<file path="src/rtl/pipe_stall_ctrl.sv">
// Hazard and stall controller for a 5-stage pipeline.
// It handles load-use interlocks, branch flushes, memory-wait freezes, and a sticky memory timeout error.
module pipe_stall_ctrl #(
    parameter int MEM_TIMEOUT = 255,
    parameter int CNT_W       = 16
) (
    input  logic             clk,
    input  logic             rst_n,
    input  logic [4:0]       id_rs,
    input  logic [4:0]       id_rt,
    input  logic             id_uses_rt,
    input  logic             ex_mem_read,
    input  logic [4:0]       ex_rt,
    input  logic             branch_taken,
    input  logic             mem_req,
    input  logic             mem_ready,
    output logic             pc_en,
    output logic             ifid_en,
    output logic             idex_en,
    output logic             exmem_en,
    output logic             ifid_flush,
    output logic             idex_flush,
    output logic             memwb_flush,
    output logic [CNT_W-1:0] stall_cycles,
    output logic             mem_err,
    output logic [1:0]       fsm_state
);

    typedef enum logic [1:0] {
        RUN      = 2'd0,
        MEM_WAIT = 2'd1,
        ERR      = 2'd2
    } state_t;

    localparam int WAIT_W = (MEM_TIMEOUT < 2) ? 1 : $clog2(MEM_TIMEOUT + 1);

    state_t            state;
    logic [WAIT_W-1:0] wait_cnt;
    logic [WAIT_W-1:0] wait_next;
    logic              lu;
    logic              ms;
    logic              freeze;

    assign lu = ex_mem_read && (ex_rt != 5'd0) &&
                ((ex_rt == id_rs) || (id_uses_rt && (ex_rt == id_rt)));
    assign ms = mem_req && !mem_ready;

    // In MEM_WAIT only mem_ready matters: the frozen MEM stage still holds the access.
    assign freeze = (state == ERR) ||
                    ((state == RUN) && ms) ||
                    ((state == MEM_WAIT) && !mem_ready);

    assign wait_next = wait_cnt + WAIT_W'(1);
    assign fsm_state = state;

    always_comb begin
        pc_en       = 1'b1;
        ifid_en     = 1'b1;
        idex_en     = 1'b1;
        exmem_en    = 1'b1;
        ifid_flush  = 1'b0;
        idex_flush  = 1'b0;
        memwb_flush = 1'b0;
        if (freeze) begin
            pc_en       = 1'b0;
            ifid_en     = 1'b0;
            idex_en     = 1'b0;
            exmem_en    = 1'b0;
            memwb_flush = 1'b1;
        end else if (branch_taken) begin
            // A taken branch kills the dependent instruction, so the LU stall is not needed.
            ifid_flush = 1'b1;
            idex_flush = 1'b1;
        end else if (lu) begin
            pc_en      = 1'b0;
            ifid_en    = 1'b0;
            idex_flush = 1'b1;
        end
    end

    always_ff @(posedge clk or negedge rst_n) begin
        if (!rst_n) begin
            state    <= RUN;
            wait_cnt <= '0;
            mem_err  <= 1'b0;
        end else begin
            case (state)
                RUN: begin
                    if (ms) begin
                        wait_cnt <= WAIT_W'(1);
                        if (MEM_TIMEOUT <= 1) begin
                            state   <= ERR;
                            mem_err <= 1'b1;
                        end else begin
                            state <= MEM_WAIT;
                        end
                    end
                end
                MEM_WAIT: begin
                    if (!mem_ready) begin
                        wait_cnt <= wait_next;
                        if (wait_next >= WAIT_W'(MEM_TIMEOUT)) begin
                            state   <= ERR;
                            mem_err <= 1'b1;
                        end
                    end else begin
                        wait_cnt <= '0;
                        state    <= RUN;
                    end
                end
                ERR: begin
                    mem_err <= 1'b1;
                end
                default: begin
                    state <= RUN;
                end
            endcase
        end
    end

    always_ff @(posedge clk or negedge rst_n) begin
        if (!rst_n) begin
            stall_cycles <= '0;
        end else if (!pc_en && (stall_cycles != {CNT_W{1'b1}})) begin
            stall_cycles <= stall_cycles + CNT_W'(1);
        end
    end

endmodule

</file>
<file path="config.mk">
export PLATFORM = sky130hd
export DESIGN_NAME = pipe_stall_ctrl
export DESIGN_NICKNAME = d
export VERILOG_FILES = /design/src/rtl/pipe_stall_ctrl.sv
export SDC_FILE = /design/constraint.sdc
export NUM_CORES = 1
export LEC_CHECK = 0
export CORE_MARGIN = 1
export CORE_UTILIZATION = 52
export CTS_BUF_LIST = sky130_fd_sc_hd__clkbuf_8
export CTS_CLUSTER_SIZE = 16
export DETAILED_ROUTE_END_ITERATION = 12
export GPL_TIMING_DRIVEN = 0
export PLACE_DENSITY = 0.88
export SLEW_MARGIN = 10
export SYNTH_ARGS = -nofsm -noshare
export SYNTH_HDL_FRONTEND = slang
export SYNTH_SLANG_ARGS = --single-unit
</file>
<file path="constraint.sdc">
create_clock -name clk -period 5.52 [get_ports clk]
set_input_delay 1.656 -clock clk [delete_from_list [all_inputs] [get_ports clk]]
set_output_delay 1.656 -clock clk [all_outputs]
set_load 0.01 [all_outputs]
</file>
floorplan.png
Bar = 20 µm. Pins as bars on the die edge.
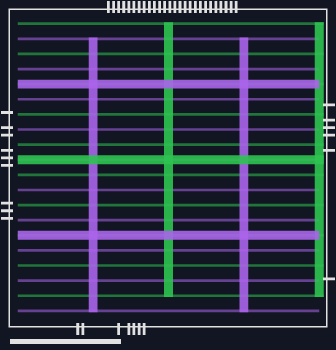
- green: VDD
- purple: VSS
- rows: 19
- met4 straps: 4
- met1 rails: 20
die height: 56.9 µm
core area: 2810 µm²
Die Span X: 56.9 µm
VDD IR-drop max: 0.000271 V

class_map.png
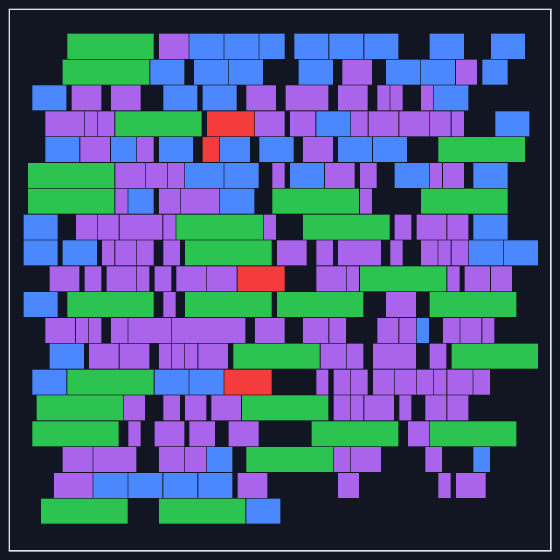
- blue: remaining buffers and delay cells (cells 54)
- red: clock drivers and dummy loads (cells 4)
- purple: remaining logic cells (cells 129)
- green: sequential cells (cells 27)
final instance area: 2140 µm²
sequential share of cell area: 31.6%
Final Core Density: 76.2%
FP Rows: 19

clock_wires.png
Bar = 20 µm.
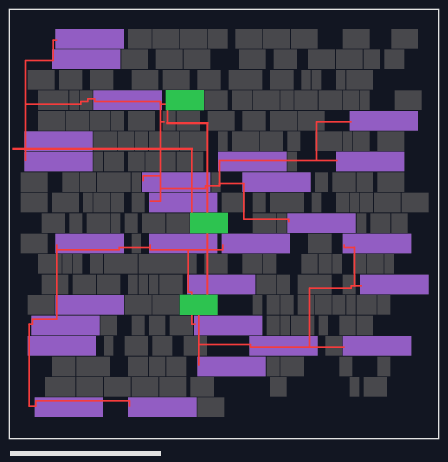
- purple: flip-flops (count 27)
- green: clock-net drivers (count 3)
- red: clock wires (length 312 µm)
- routed clock nets: 4
Clock Power Share: 18.9%
Worst Skew: 4.97 ps
clk latency late pin: 270 ps
P_clk: 0.000112 W

layers.png
Bar = 20 µm.
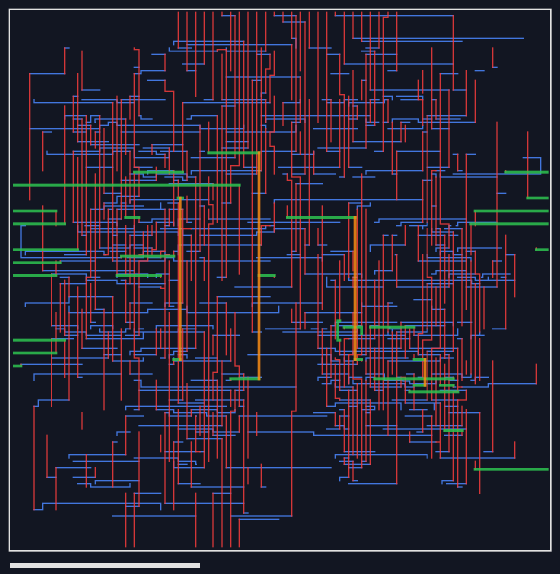
- orange: M4 (wire length 58.5 µm)
- green: M3 (wire length 154 µm)
- blue: M1 (wire length 1570 µm)
- red: M2 (wire length 2140 µm)

-- worst max-delay path, cell delays in order --
cell and delay (ps):
clkdlybuf4s50_1 470, or4_1 540, o21ai_1 170, o31a_1 230
buf_6 130, buf_4 100, clkdlybuf4s50_1 540
-- per-stage QoR --
step,instance area [µm²],power [W]
5_1_grt,2140,0.000628
4_1_cts,2140,0.000598
2_1_floorplan,1570,0.000366
6_report,2140,0.000593
3_3_place_gp,2070,0.000470
3_5_place_dp,2070,0.000482
-- final timing paths --
| check | from | endpoint | depth (start not counted) |
|---|---|---|---|
| hold / removal | mem_err | mem_err | 1 |
| min in group asynchronous | rst_n | wait_cnt[3] | 1 |
| setup reg to reg | stall_cycles[0] | stall_cycles[1] | 7 |
| setup / recovery | ex_rt[1] | pc_en | 7 |
| max in group asynchronous | rst_n | stall_cycles[13] | 1 |
| hold reg to reg | mem_err | mem_err | 1 |
-- placed cells by master (no fill, tap or decap), drive strengths merged, types with 2 or more instances in the layout --
master          n
clkdlybuf4s50  45
dfrtp          27
xor2           21
nor2           13
nand2          13
o21ai          12
nand3           9
and3            8
buf             7
xnor2           6
nand2b          5
nor3            5
inv             4
nor4            4
clkbuf          4
o31ai           3
nor4b           3
ha              3
mux2            3
nand4           2
nor2b           2
nor3b           2
or2             2
-- power by group through the flow --
stage,Combinational [W],Sequential (W),Clock (W)
6_report,0.000205,0.000275,0.000112
5_1_grt,0.000225,0.000280,0.000123
4_1_cts,0.000207,0.000274,0.000116
3_5_place_dp,0.000204,0.000278,0
3_3_place_gp,0.000195,0.000275,0
2_1_floorplan,0.0000811,0.000285,0
-- registers in the layout (all words and copies together), names as in the netlist --
| register | cells |
|---|---|
| stall_cycles | 16 |
| mem_err | 1 |
| wait_cnt | 8 |
| fsm_state | 2 |
==> results.ini <==
[run_status]
outcome=finished clean

[logic_synthesis]
async_flop_share_pct=100
most_common_cell=dfrtp_1
largest_area_cell=dfrtp_1
synth-xor-area-share_pct=15.1
synth.distinct_cells=35
edf_count=0
syn_area_um2=1570
syn_nets=185
synth.logic.top_family=simple AND/OR/NAND/NOR gates
yosysWarnings=0
synthDominantCellAreaShare_pct=43.2
mux_share_pct=2.16
synth_top_flop_cell=dfrtp_1
ys_cells=160

[grt]
antenna_found_initial=0
track_usage_pct=25.6
met2_usage_pct=47.6
grt_max_degree=28
gr-max-usage-layer=met2
grt_overflow=0
met3_usage_pct=3.23

[route]
drtAntennaViolNets=0
wl_met3_um=154
dr.pass1.iters=5
first_iter_violations=77
met2_length_mm=2.14
drt-met1-wl_mm=1.57
totalWireLength_mm=3.93

[final_layout]
clk_share_pct=2.17
design.seq.count=27
clock_buffers=3
seqCellArea_um2=676
nNonClkInverters=4
syn_to_final_growth_pct=36.5
final.fill_count=208
instances_no_fill=245
fin_nets=240

[critical_path]
worst-path-max-fanout=4
crit_required_ps=3860
worstPathArrival_ps=3820
reg2reg_slack_ps=3290
end_kind=primary output
start_kind=input port

[die]
ioPinCount=48
taps=31
dieArea_um2=3230
fp_util_pct=55.8

[placement]
gp_congestion=0.832
dp_slack_ps=-213
numPortBuffers=47
dp.cells=238

[cts]
clk_pin_slew_ps=90
clkSinkCount=27

[power]
intPower_w=0.000397
power_density_nw_per_um2=277
p_comb_share_pct=34.6

[final_timing]
tightest_slew_ps=609
setup_ws_ps=41.0
rsz0062_at_grt=false
whs_ps=478
fmax_mhz=183
setup_tns_ps=0
hold_viol_final=0

[hold_path]
min_path_type=register to register

Power and IR drop assume default switching activity.
